## src/rtl/uart_tx_fifo.sv

```systemverilog
// UART transmitter with a write-side FIFO, clocked by the oversampling clock mclkx16.
// Optional parity bit enabled by defining UART_TX_PARITY_EN.
module uart_tx_fifo #(
  parameter int DATA_BITS  = 8,
  parameter int STOP_BITS  = 1,
  parameter int OVERSAMPLE = 16,
  parameter int FIFO_DEPTH = 4
) (
  input  logic                          mclkx16,
  input  logic                          reset,
  input  logic                          write,
  input  logic [DATA_BITS-1:0]          data,
`ifdef UART_TX_PARITY_EN
  input  logic                          parity_odd,
`endif
  output logic                          tx,
  output logic                          txrdy,
  output logic                          busy,
  output logic                          overrun,
  output logic [$clog2(FIFO_DEPTH):0]   fifo_count
);

  localparam int PTR_W = $clog2(FIFO_DEPTH);
  localparam int CNT_W = PTR_W + 1;
  localparam int OS_W  = (OVERSAMPLE > 2) ? $clog2(OVERSAMPLE) : 1;
  localparam int BIT_W = $clog2(DATA_BITS + 1);

  localparam logic [OS_W-1:0]  OS_ZERO   = OS_W'(0);
  localparam logic [OS_W-1:0]  OS_ONE    = OS_W'(1);
  localparam logic [OS_W-1:0]  OS_LAST   = OS_W'(OVERSAMPLE - 1);
  localparam logic [BIT_W-1:0] BIT_ZERO  = BIT_W'(0);
  localparam logic [BIT_W-1:0] BIT_ONE   = BIT_W'(1);
  localparam logic [BIT_W-1:0] DATA_LAST = BIT_W'(DATA_BITS - 1);
  localparam logic [BIT_W-1:0] STOP_LAST = BIT_W'(STOP_BITS - 1);
  localparam logic [CNT_W-1:0] CNT_ZERO  = CNT_W'(0);
  localparam logic [CNT_W-1:0] CNT_FULL  = CNT_W'(FIFO_DEPTH);
  localparam logic [PTR_W-1:0] PTR_ONE   = PTR_W'(1);

  typedef enum logic [2:0] {
    IDLE   = 3'd0,
    START  = 3'd1,
    DATA   = 3'd2,
    PARITY = 3'd3,
    STOP   = 3'd4
  } state_t;

`ifdef UART_TX_PARITY_EN
  function automatic logic frame_parity(input logic [DATA_BITS-1:0] d, input logic odd);
    return (^d) ^ odd;
  endfunction
`endif

  logic [DATA_BITS-1:0] mem_r [FIFO_DEPTH];
  logic [PTR_W-1:0]     wr_ptr_r, rd_ptr_r;
  logic [CNT_W-1:0]     count_r, count_s;
  logic                 txrdy_r, busy_r, overrun_r, tx_r, tx_s;
  logic                 push_s, pop_s;
  state_t               state_r, state_s;
  logic [OS_W-1:0]      os_r, os_s;
  logic [BIT_W-1:0]     bit_r, bit_s;
  logic [DATA_BITS-1:0] shift_r, shift_s;
`ifdef UART_TX_PARITY_EN
  logic                 par_r, par_s;
`endif

  assign push_s  = write & txrdy_r;
  assign count_s = count_r + {{(CNT_W-1){1'b0}}, push_s} - {{(CNT_W-1){1'b0}}, pop_s};

  assign tx         = tx_r;
  assign txrdy      = txrdy_r;
  assign busy       = busy_r;
  assign overrun    = overrun_r;
  assign fifo_count = count_r;

  // FIFO storage; pointers are cleared on reset, so stale entries are never read.
  always_ff @(posedge mclkx16) begin
    if (reset && push_s) begin
      mem_r[wr_ptr_r] <= data;
    end
  end

  // FIFO pointers, occupancy, ready flag and sticky overrun.
  always_ff @(posedge mclkx16) begin
    if (!reset) begin
      wr_ptr_r  <= {PTR_W{1'b0}};
      rd_ptr_r  <= {PTR_W{1'b0}};
      count_r   <= CNT_ZERO;
      txrdy_r   <= 1'b1;
      overrun_r <= 1'b0;
    end else begin
      if (push_s) wr_ptr_r <= wr_ptr_r + PTR_ONE;
      if (pop_s)  rd_ptr_r <= rd_ptr_r + PTR_ONE;
      count_r   <= count_s;
      txrdy_r   <= (count_s != CNT_FULL);
      overrun_r <= overrun_r | (write & ~txrdy_r);
    end
  end

  // Frame sequencer next state; tx is derived from the next state so it is registered.
  always_comb begin
    state_s = state_r;
    os_s    = os_r;
    bit_s   = bit_r;
    shift_s = shift_r;
    pop_s   = 1'b0;
    tx_s    = 1'b1;
`ifdef UART_TX_PARITY_EN
    par_s   = par_r;
`endif
    case (state_r)
      IDLE: begin
        if (count_r != CNT_ZERO) begin
          pop_s   = 1'b1;
          state_s = START;
          os_s    = OS_ZERO;
          bit_s   = BIT_ZERO;
          shift_s = mem_r[rd_ptr_r];
`ifdef UART_TX_PARITY_EN
          par_s   = frame_parity(mem_r[rd_ptr_r], parity_odd);
`endif
        end else begin
          state_s = IDLE;
        end
      end
      START: begin
        if (os_r == OS_LAST) begin
          os_s    = OS_ZERO;
          state_s = DATA;
        end else begin
          os_s = os_r + OS_ONE;
        end
      end
      DATA: begin
        if (os_r == OS_LAST) begin
          os_s    = OS_ZERO;
          shift_s = shift_r >> 1;
          if (bit_r == DATA_LAST) begin
            bit_s = BIT_ZERO;
`ifdef UART_TX_PARITY_EN
            state_s = PARITY;
`else
            state_s = STOP;
`endif
          end else begin
            bit_s = bit_r + BIT_ONE;
          end
        end else begin
          os_s = os_r + OS_ONE;
        end
      end
`ifdef UART_TX_PARITY_EN
      PARITY: begin
        if (os_r == OS_LAST) begin
          os_s    = OS_ZERO;
          state_s = STOP;
        end else begin
          os_s = os_r + OS_ONE;
        end
      end
`endif
      STOP: begin
        if (os_r == OS_LAST) begin
          os_s = OS_ZERO;
          if (bit_r == STOP_LAST) begin
            bit_s = BIT_ZERO;
            // Queued data chains straight into the next start bit.
            if (count_r != CNT_ZERO) begin
              pop_s   = 1'b1;
              state_s = START;
              shift_s = mem_r[rd_ptr_r];
`ifdef UART_TX_PARITY_EN
              par_s   = frame_parity(mem_r[rd_ptr_r], parity_odd);
`endif
            end else begin
              state_s = IDLE;
            end
          end else begin
            bit_s = bit_r + BIT_ONE;
          end
        end else begin
          os_s = os_r + OS_ONE;
        end
      end
      default: begin
        state_s = IDLE;
        os_s    = OS_ZERO;
        bit_s   = BIT_ZERO;
      end
    endcase

    case (state_s)
      START:   tx_s = 1'b0;
      DATA:    tx_s = shift_s[0];
`ifdef UART_TX_PARITY_EN
      PARITY:  tx_s = par_s;
`endif
      default: tx_s = 1'b1;
    endcase
  end

  // Sequencer registers, serial output and busy flag.
  always_ff @(posedge mclkx16) begin
    if (!reset) begin
      state_r <= IDLE;
      os_r    <= OS_ZERO;
      bit_r   <= BIT_ZERO;
      shift_r <= {DATA_BITS{1'b0}};
      tx_r    <= 1'b1;
      busy_r  <= 1'b0;
`ifdef UART_TX_PARITY_EN
      par_r   <= 1'b0;
`endif
    end else begin
      state_r <= state_s;
      os_r    <= os_s;
      bit_r   <= bit_s;
      shift_r <= shift_s;
      tx_r    <= tx_s;
      busy_r  <= (state_s != IDLE) || (count_s != CNT_ZERO);
`ifdef UART_TX_PARITY_EN
      par_r   <= par_s;
`endif
    end
  end

endmodule

```

## config.mk

```make
export PLATFORM = sky130hd
export DESIGN_NAME = uart_tx_fifo
export DESIGN_NICKNAME = d
export VERILOG_FILES = /design/src/rtl/uart_tx_fifo.sv
export SDC_FILE = /design/constraint.sdc
export NUM_CORES = 1
export LEC_CHECK = 0
export ABC_CLOCK_PERIOD_IN_PS = 3850
export CORE_UTILIZATION = 55
export CTS_CLUSTER_DIAMETER = 80
export CTS_CLUSTER_SIZE = 28
export DETAILED_ROUTE_END_ITERATION = 8
export PLACE_DENSITY_LB_ADDON = 0.15
export SLEW_MARGIN = 20
export SYNTH_ARGS = -nofsm -noshare
export SYNTH_HDL_FRONTEND = slang
export SYNTH_SLANG_ARGS = --single-unit
export TNS_END_PERCENT = 100
```

## constraint.sdc

```tcl
create_clock -name mclkx16 -period 3.85 [get_ports mclkx16]
set_clock_uncertainty 0.15 [all_clocks]
set_input_delay 0.5775 -clock mclkx16 [delete_from_list [all_inputs] [get_ports mclkx16]]
set_output_delay 0.5775 -clock mclkx16 [all_outputs]
set_load 0.05 [all_outputs]
```

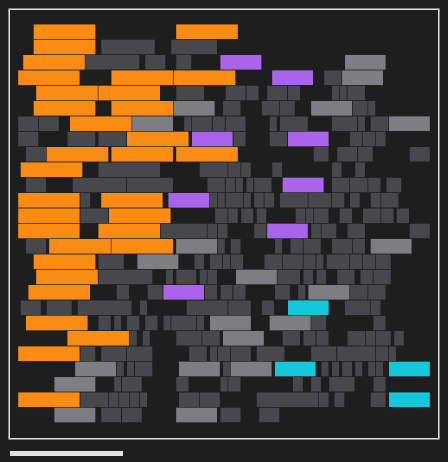
(run_1/ff_map.png)
Bar = 20 um. Other sequential cells in the stronger grey, the rest of the logic in the fainter grey.
cyan -> `bit_r`  # placed flops 4, where lower right
purple -> `shift_r`  # placed flops 8
orange -> `mem_r`  # placed flops 32
not coloured = 20
post-layout util: 66.2%
storage element area: 1600 um2
Seq. pwr: 0.000930 W
Seq area share: 46.8%

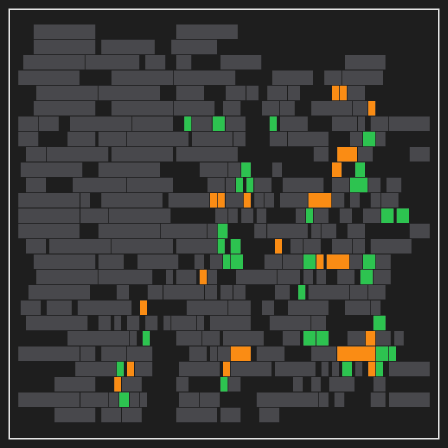
(run_1/gates.png)
green -> nand cells  # cells 32
orange -> nor cells  # cells 21

==> out/metrics.cfg, run 1 <==
[yosys]
mux_share_pct=6.95
ys_cells=252
ys_sh_simple_pct=15.7
synth-edff-count=32
ys.flops=64
ys_area_um2=3010
netlist_top_cells_count=32 x dfxtp_1, 32 x edfxtp_1, 15 x and2_1
synthFlopType=edfxtp_1
synthDistinctLibCells=56
topCombFamilyByArea=simple AND/OR/NAND/NOR gates
synthAoiAreaFrac_pct=13.8
syn_inst=252
synth_nets=273
synth_area_per_cell_um2=11.9

[power_and_ir_drop]
intPower_w=0.00152
seq_power_share_pct=40.6
power_w=0.00229
cellPowerDensity_nw_per_um2=669
p_comb_w=0.000733
swShare_pct=33.8
clkPwrFrac_pct=27.4
pwr-share-comb_pct=32.0
power.group.top=sequential cells

[place]
dp_hpwl_um=3900

[critical_path]
crit_family=adder cells
r2r_end=busy
cp-start-kind=register
critPathSlowestCell=o41a_1
crit_fanout=8
end_kind=register
timing.critical_path.required_ns=3.93
worstSetupPathDepth=12
cp-startpoint=os_r[0]
critPathKind=register to register
ff2ff_setup_slack_ns=0.63
cp_cell_sequence=ha_1 -> and3_1 -> a21boi_2 -> nor2_1 -> ha_1 -> inv_1 -> ha_1 -> fa_1 -> xnor2_1 -> xnor2_1 -> nand2b_1 -> o41a_1
max_stage_delay_ns=0.41
critical_path_buf_inv_count=1

[detailed_routing]
vias=2033
wl_met2_um=2820
ant_nets=0
drc=0
firstDrtPassIters=4
routed_wl_um=5610
drt_iter0_drc=113
wire_per_inst_um=16.3

[clock_network]
cts-hold-fix-buffers=0
post_cts_resized=0
cts_tree=built
h-tree-depth=3
post_cts_buffers=0
ctsRootBufferMaster=clkbuf_8
cts_buffers=9
cts_max_path_buffers=2
clk_latency_ns=0.34

[timing]
rsz0062_at_grt=no
layout_min_cycle_time_ns=3.22
finalCritPeriodShare_pct=83.7
max_slew.worst_pin.slew_ns=0.620
setup_viol=0
worst_hold_slack_ns=0.338
max_freq_mhz=310

[worst_hold_path]
hp-start=overrun
min-delay-path-class=register to register

[finish]
clk_share_pct=6.43
comb-cell-share_pct=37.4
nClkBuffers=9
top_register=mem_r
largest_reg_flops=32
fillers=380
buffer_area_share_pct=5.63
final-comb-area_um2=1280
drive_gt1_share_pct=11.6
dominant_cells=sequential cells
stdcell_count=345
areaGrowthSynthToFinish_pct=13.9
ff_count=64
final_layout_top_logic_cells=32 x dfxtp_1, 32 x edfxtp_1, 17 x clkdlybuf4s50_1

[floorplan]
die_x_um=75.9
initial_utilization_pct=58.1

[global_routing]
grtUsageTotal_pct=21.0
antenna_found_initial=0
overflow=0
use_met1_pct=25.0
use_met3_pct=4.82

[job]
maxCapViolCount=0

[run_status]
status=completed

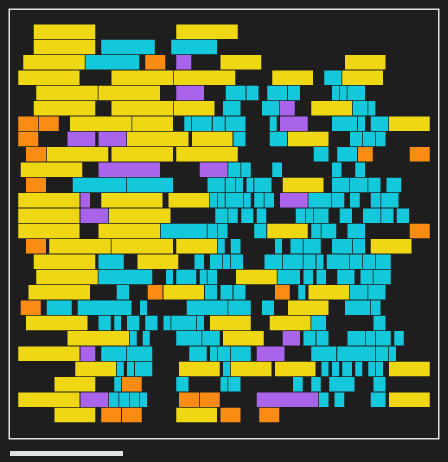
(run_1/class_map.png)
Bar = 20 um.
purple -> clock drivers and dummy loads  # cells 16
yellow -> registers  # cells 64
orange -> remaining buffers and delay cells  # cells 20
cyan -> remaining logic cells  # cells 175
row cnt: 26
core area: 5170 um2
Finished Cell Area: 3420 um2

==> run 1 -> run 2 <==
ABC_CLOCK_PERIOD_IN_PS = 3200   (was 3850)
clock period = 3.2 ns   (was 3.85 ns; I/O delays follow)
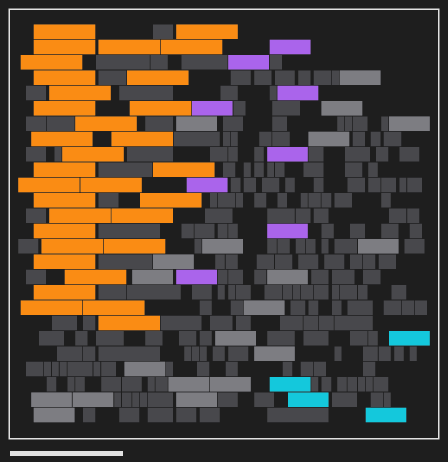
(run_2/ff_map.png)
Bar = 20 um. Other sequential cells in the stronger grey, the rest of the logic in the fainter grey.
cyan -> `bit_r`  # placed flops 4, where lower right
purple -> `shift_r`  # placed flops 8
orange -> `mem_r`  # placed flops 32

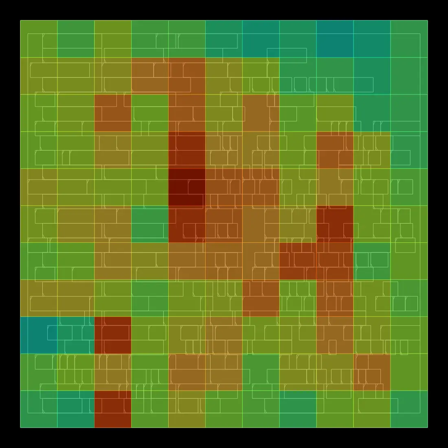
(run_2/congestion_map.png)
M2 GR Usage: 34.9%
DR WL/cell: 15.6 um
grt met3 use: 6.14%

==> out/metrics.cfg, run 2 <==
[finish]
clk_share_pct=6.95  ; was 6.43%
drive_gt1_share_pct=13.2  ; was 11.6%
areaGrowthSynthToFinish_pct=16.2  ; was 13.9%
top_register=mem_r  ; unchanged
seq_share_pct=45.9  ; was 46.8%

[critical_path]
crit_family=adder cells  ; unchanged
worstSetupPathDepth=13  ; was 12
end_kind=register  ; unchanged
critPathSlowestCell=o41a_1  ; unchanged
critPathKind=register to register  ; unchanged
crit_fanout=6  ; was 8
ff2ff_setup_slack_ns=0.14  ; was 0.63 ns
max_stage_delay_ns=0.41  ; about the same

[floorplan]
initial_utilization_pct=58.1  ; unchanged
die_x_um=75.9  ; unchanged

[detailed_routing]
wl_met2_um=2660  ; was 2820 um
drc=0  ; unchanged
drt_iter0_drc=89  ; was 113
routed_wl_um=5470  ; was 5610 um

[yosys]
syn_inst=252  ; unchanged
ys_sh_simple_pct=15.7  ; unchanged
synth_nets=273  ; unchanged
mux_share_pct=6.95  ; unchanged
synth-edff-count=32  ; unchanged
synthAoiAreaFrac_pct=13.8  ; unchanged

[run_status]
status=completed  ; unchanged

[timing]
worst_hold_slack_ns=0.327  ; was 0.338 ns
finalCritPeriodShare_pct=95.6  ; was 83.7%
max_slew.worst_pin.slew_ns=0.573  ; was 0.620 ns
layout_min_cycle_time_ns=3.06  ; was 3.22 ns
setup_viol=0  ; unchanged

[global_routing]
use_met1_pct=26.8  ; was 25.0%

[power_and_ir_drop]
intPower_w=0.00192  ; was 0.00152 W
cellPowerDensity_nw_per_um2=814  ; was 669 nW/um2

[clock_network]
post_cts_resized=0  ; unchanged
ctsRootBufferMaster=clkbuf_8  ; unchanged

[place]
dp_hpwl_um=3780  ; was 3900 um

Power figures rest on the tool's default switching activity, not on a simulated workload.
